Figure 1. Congestion heat map (run 1).
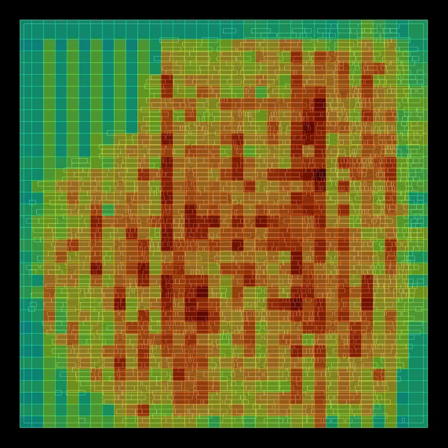
Figure 2. Placement density heat map (run 1).
(1 px per um) 24 x 24 tiles, from white (low) to dark blue (high), 0 to 100% covered.
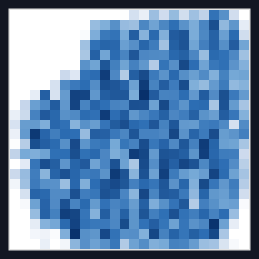
Figure 3. Supply network (run 1).
(2 px per um) Pins as bars on the die edge.
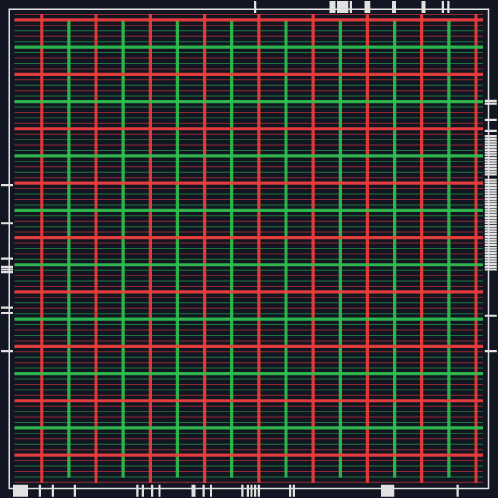
Figure 4. Routed clock nets over the placement (run 1).
(2 px per um)
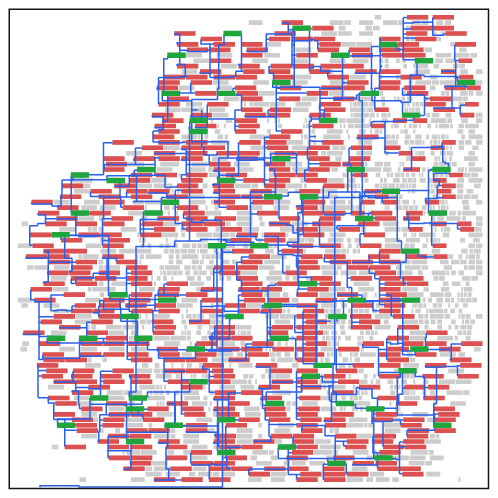
==> config.mk <==
export PLATFORM = sky130hd
export DESIGN_NAME = tqvp_vga_gfx_linebuf_flat
export DESIGN_NICKNAME = d
export VERILOG_FILES = /design/src/rtl/vga_gfx_pkg.sv /design/src/rtl/tqvp_vga_gfx_linebuf_if.sv /design/src/rtl/vga_linebuf_bank.sv /design/src/rtl/tqvp_vga_gfx_linebuf.sv /design/src/flat_wrapper.sv
export SDC_FILE = /design/constraint.sdc
export NUM_CORES = 1
export LEC_CHECK = 0
export ABC_AREA = 0
export CORE_MARGIN = 2
export CORE_UTILIZATION = 50
export CTS_CLUSTER_SIZE = 10
export DETAILED_ROUTE_END_ITERATION = 8
export PLACE_DENSITY = 0.7
export SLEW_MARGIN = 25
export SYNTH_ARGS = -nofsm -noshare
export SYNTH_HDL_FRONTEND = slang
export SYNTH_SLANG_ARGS = --single-unit
==> constraint.sdc <==
create_clock -name clk -period 7 [get_ports clk]
set_input_delay 1.75 -clock clk [delete_from_list [all_inputs] [get_ports clk]]
set_output_delay 1.75 -clock clk [all_outputs]
set_load 0.1 [all_outputs]
==> run notes, run 1 <==
Latest figures from synthesis and place and route.

The average detailed-routed wire length per instance is 31.19 um. For the worst setup path, the data required time is between 5 and 6 ns. The H-tree depth reported by CTS is 3. The routed design uses approximately 8100 um of met3 wire. The number of global-route vias before repair is between 15000 and 20000.

In the layout the tool counted multi-input logic cells amounting to a little over 900. The global route total overflow is 0. The count of unresolved DRC violations after routing is 0. The slowest cell on the critical path is sky130_fd_sc_hd__a211oi_1.

Routing resource usage on met2 recorded by global route was 0.4344. The layout report gives the multi-input gate share of total cell area as 0.3192. The number of buffers added for setup after CTS is 0.

The layout report lists the multi-input gate area as just over 0.01 mm2. The area fraction of the largest cell type after synthesis is 0.5835. For this run, asynchronously set or reset flops after synthesis account for 0.

The run finished with clean final reports. The count of sequential standard cells is around 570. Summing every instance area after synthesis gives between 0.02 and 0.03 mm2. The final period demand of the worst path is ~6.5 ns.

Along the worst path, the maximum fanout reaches 23. The cell-mix breakdown from Yosys lists the simple-gate area share as 0.06704. The synthesis area per yosys is 0.02759 mm2. The most frequent cell on the critical path is sky130_fd_sc_hd__buf_4.

The busiest layer in global routing is met2. According to the timing report, the arrival time at the worst endpoint equals 4.71 ns. Pin placement for this block handled ~120 I/O pins.

The number of failing setup endpoints in the final timing report is 0. The worst setup path is launched from an input pin. After detailed routing, the wire length on met1 is between 20000 and 30000 um. The yosys stat cell total is 1618. The total power consumption of the routed design is 7393 uW. The synthesis stat section lists a flop and latch total of ~570.

The total die size is about 0.057 mm2. The number of cells on the worst hold path is 2. Detailed routing inserted a total of roughly 17000 vias. The cell-mix breakdown from Yosys lists the XOR/XNOR area share as 0.004127. Looking at the cell usage after synthesis, the top flip-flop cell is sky130_fd_sc_hd__edfxtp_1. Detailed placement finished with a half-perimeter wire length of about 48000 um. The dominant delay contributor by cell family on the critical path is buffers and inverters.

The final tally of hold violations is 0. The critical path buffer and inverter count is 4. Per the layout area report, the register area comes to 0.01683 mm2. The global routing report lists met3 layer usage as 0.05323. The leakage component of the power is around 0.01 uW.

The kind of path behind the tightest hold check is flop to flop. The cell group occupying the most layout area is flip-flops and latches. The slew of the pin with the lowest slew margin is 1.032 ns.

After layout, the inverter instance count without clock inverters stands at 4. The first global-routing pass estimated 114800 um of wire. The post-synthesis cell count is 1618. TritonCTS built the clock tree.
Notes on Figure 1 above:
global routing usage on met1: 0.3880
Total Routing Usage GR: 0.2778

Notes on Figure 2 above:
fullest tile: 100%
mean over tiles: 55%
emptiest ninth of the die: north-west
tiles over 75% full: 28%
starting utilization of the core area: 0.5037
final core area utilization: 0.5853
CORE AREA: 0.05477 mm2

Notes on Figure 3 above:
legend:
  VDD:
    colour: green
  VSS:
    colour: red
signal pins: 118
rows: 86
met5 straps: 17
met4 straps: 17
met1 rails: 87
die x size: 238.9 um
height of the die: 238.9 um
Max rail drop VDD: 0.1687 mV

Notes on Figure 4 above:
legend:
  flip-flops:
    colour: red
    count: 572
  clock-net drivers:
    colour: green
    count: 68
  clock wires:
    colour: blue
    length: 6910 um
flops lie: all over the die
worst skew pair latency: 0.60 ns
relative contribution of the clock network to total power: 0.430
power in the clock group: 3180 uW

[run 1: placed cells by master, fill, tap and decap left out, types with 9 or more instances in the layout]
master and n:
sky130_fd_sc_hd__clkbuf_16 71, sky130_fd_sc_hd__buf_12 42, sky130_fd_sc_hd__mux4_2 251, sky130_fd_sc_hd__nor2_1 30
sky130_fd_sc_hd__clkbuf_1 13, sky130_fd_sc_hd__o21ai_0 13, sky130_fd_sc_hd__o22ai_1 10, sky130_fd_sc_hd__nand2_1 153
sky130_fd_sc_hd__and3_1 11, sky130_fd_sc_hd__nor3_1 15, sky130_fd_sc_hd__nand3_1 23, sky130_fd_sc_hd__dfxtp_1 31
sky130_fd_sc_hd__mux2i_1 35, sky130_fd_sc_hd__a21boi_0 20, sky130_fd_sc_hd__nor2b_1 26, sky130_fd_sc_hd__a31oi_1 9
sky130_fd_sc_hd__nand4_1 23, sky130_fd_sc_hd__buf_4 74, sky130_fd_sc_hd__clkdlybuf4s50_1 76, sky130_fd_sc_hd__and2_1 33
sky130_fd_sc_hd__a211oi_1 53, sky130_fd_sc_hd__edfxtp_1 536, sky130_fd_sc_hd__a21oi_1 18
[run 1: cells by family after synthesis]
kind of cell    Yosys count
flops                   572
simple gates            374
mux                     308
compound gates          214
buf+inv                 127
xor+xnor                 13
fa+ha+maj                 9
other cells               1
[run 1: per-stage QoR]
| stage | std cells | area [um2] |
|---|---|---|
| after floorplan | 1618 | 27610 |
| after global placement | 2391 | 30120 |
| after detailed placement | 2391 | 30120 |
| after CTS | 2484 | 32050 |
| after global routing | 2485 | 32060 |
| final | 2485 | 32060 |
[run 1: power breakdown]
part	switching (uW)	internal, uW	total [uW]
Combinational	279	175	454
Sequential	9.17	3750	3760
Clock	1310	1870	3180
Figure 5. M4 wires (run 1).
(1.5 px per um)
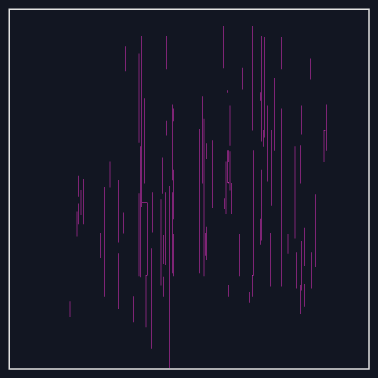

--- run 2 (diff from run 1) ---
--- a/config.mk
+++ b/config.mk
@@ -11,7 +11,6 @@
 export CTS_CLUSTER_SIZE = 10
 export DETAILED_ROUTE_END_ITERATION = 8
 export PLACE_DENSITY = 0.7
-export SLEW_MARGIN = 25
 export SYNTH_ARGS = -nofsm -noshare
 export SYNTH_HDL_FRONTEND = slang
 export SYNTH_SLANG_ARGS = --single-unit
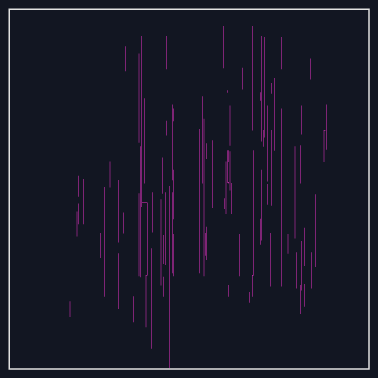
Figure 6: run 2, M4 wires.
(1.5 px per um)
wire length on this layer: 3030 um
nets with wire on the layer: 53
main direction: vertical
Vias: 17240
sum of routed wire length over all layers: 77500 um

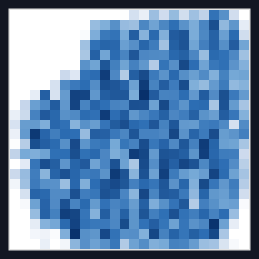
Figure 7: run 2, placement density heat map.
(1 px per um) 24 x 24 tiles, from white (low) to dark blue (high), 0 to 100% covered.
emptiest ninth of the die: north-west
nearly empty tiles: 14%
tiles over 75% full: 28%
mean over tiles: 55%

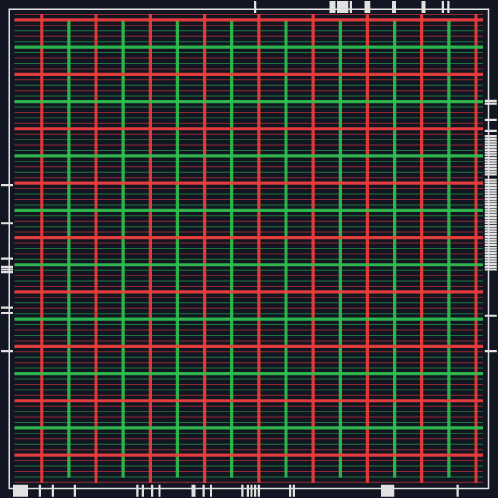
Figure 8: run 2, supply network.
(2 px per um) Pins as bars on the die edge.
legend:
  VSS:
    colour: red
  VDD:
    colour: green
met1 rails: 87
signal pins: 118
rows: 86
met5 straps: 17
met4 straps: 17
Max rail drop VDD: 0.1685 mV

==> run notes, run 2 <==
Latest figures from synthesis and place and route.

The I/O pin count was 118 (unchanged). The flip-flop and latch count after synthesis is 572 (unchanged). The count of unresolved DRC violations after routing is 0 (unchanged). The average detailed-routed wire length per instance is 31.19 um (about the same). Commonest non-fill, non-tap cells in the layout: sky130_fd_sc_hd__edfxtp_1, sky130_fd_sc_hd__mux4_2, sky130_fd_sc_hd__nand2_1 (unchanged). The fraction of the core area covered by cells at the end of the flow came to 0.5853 (unchanged). The initial standard-cell utilization of the core is 0.5037 (unchanged). The yosys stat cell total is 1618 (unchanged). The critical path launch point type is an input pin (unchanged). The overall die height is 238.9 um (unchanged). The post-synthesis cell count is 1618 (unchanged). The leakage component of the power is 0.009917 uW (about the same). The maximum fanout along the worst path is 23 (unchanged).

The number of buffers added for setup after CTS is 0 (unchanged). The H-tree depth reported by CTS is 3 (unchanged). The most used logic cell in the final layout is sky130_fd_sc_hd__edfxtp_1 (unchanged). The synthesis area per yosys was 0.02759 mm2 (unchanged). The number of buffers inserted during clock tree synthesis is 68 (unchanged). The kind of path behind the tightest hold check is flop to flop (unchanged). The most frequent cell on the critical path was sky130_fd_sc_hd__buf_4 (unchanged). The total routing resource utilization after global routing is 0.2778 (unchanged). The number of filler cells placed in the layout was 4005 (unchanged). The wire length of the first global-routing pass was 114800 um (unchanged). The cell count after placement is 2391 (unchanged). The number of global-route vias before repair is 17390 (unchanged). The post-layout instance count excluding filler cells is 2485 (unchanged). The final period demand of the worst path is 6.476 ns (was 6.463 ns). The cell area after placement came to 0.03012 mm2 (unchanged). The critical path data arrival time is 4.73 ns (was 4.71 ns). The slowest cell on the critical path is sky130_fd_sc_hd__a211oi_1 (unchanged). The source-to-sink clock delay at the later pin of the worst-skew pair is 0.60 ns (about the same). The critical path class is input pin to primary output (unchanged). The proportion of synthesized flip-flops having asynchronous set or reset came to 0 (unchanged). Status: finished, final reports clean (unchanged). The number of failing setup endpoints in the final timing report was 0 (unchanged).

The required time at the endpoint of the critical path was 5.25 ns (about the same). The global route total overflow was 0 (unchanged). The number of cells on the worst hold path is 2 (unchanged).

The width of the chip is 238.9 um (unchanged). The area share of the largest cell type after synthesis is 0.5835 (unchanged). The post-synthesis instance area is 0.02759 mm2 (unchanged). The HPWL after detailed placement was 47560 um (unchanged).

The slew of the pin with the lowest slew margin is 1.020 ns (was 1.032 ns). The area of all placed cells without fillers is 0.03206 mm2 (unchanged).
==> run 2: area by class of cell <==
type / instances / area (um2) / share of cell area
Tap cell: 704 / 880.8 / 0.02748
Clock inverter: 8 / 93.84 / 0.002927
Inverter: 4 / 15.01 / 0.0004684
Antenna cell: 1 / 2.502 / 0.00007806
Sequential cell: 572 / 16830 / 0.5252
Timing Repair Buffer: 192 / 2157 / 0.06729
Multi-Input combinational cell: 919 / 10230 / 0.3192
Clock buffer: 85 / 1839 / 0.05738
==> run 2: metrics by stage <==
stage          hold slack (ns)  total power [uW]
2_1_floorplan           0.4428              4087
3_3_place_gp            0.4562              4273
3_5_place_dp            0.4706              4279
4_1_cts                 0.4778              7430
5_1_grt                 0.5107              7588
6_report                0.4813              7392
==> run 2: layer usage <==
layer	wire, um	vias up	GRT usage
li1	-	7023	-
met1	29440	8870	0.3880
met2	36740	1156	0.4344
met3	8275	189	0.05323
met4	3033	2	0.1133
met5	13	-	0
==> run 2: power breakdown <==
part / switching [uW] / internal [uW]
Sequential: 9.17 / 3750
Clock: 1310 / 1870
Combinational: 279 / 175
==> run 2: critical path, delay by kind of cell <==
family	cells	cell delay, ns
AND-OR/OR-AND	2	0.95
AND/OR/NAND/NOR	3	0.87
buffers and inverters	4	1.14
==> run 2: logic make-up (layout without fill, tap and decap cells) <==
kind of cell               count (synthesis)  count (layout)  share of synthesized area
AOI/OAI and AO/OA                        214             214                    0.05905
xor gates and xnor gates                  13              13                   0.004127
adders and majority gates                  9               9                   0.004354
buffers and inverters                    127             289                    0.02485
DFF                                      572             572                     0.6096
muxes                                    308             308                     0.2309
other                                      1               2                  0.0001359
and+or+nand+nor                          374             374                    0.06704
Power and IR drop assume default switching activity.
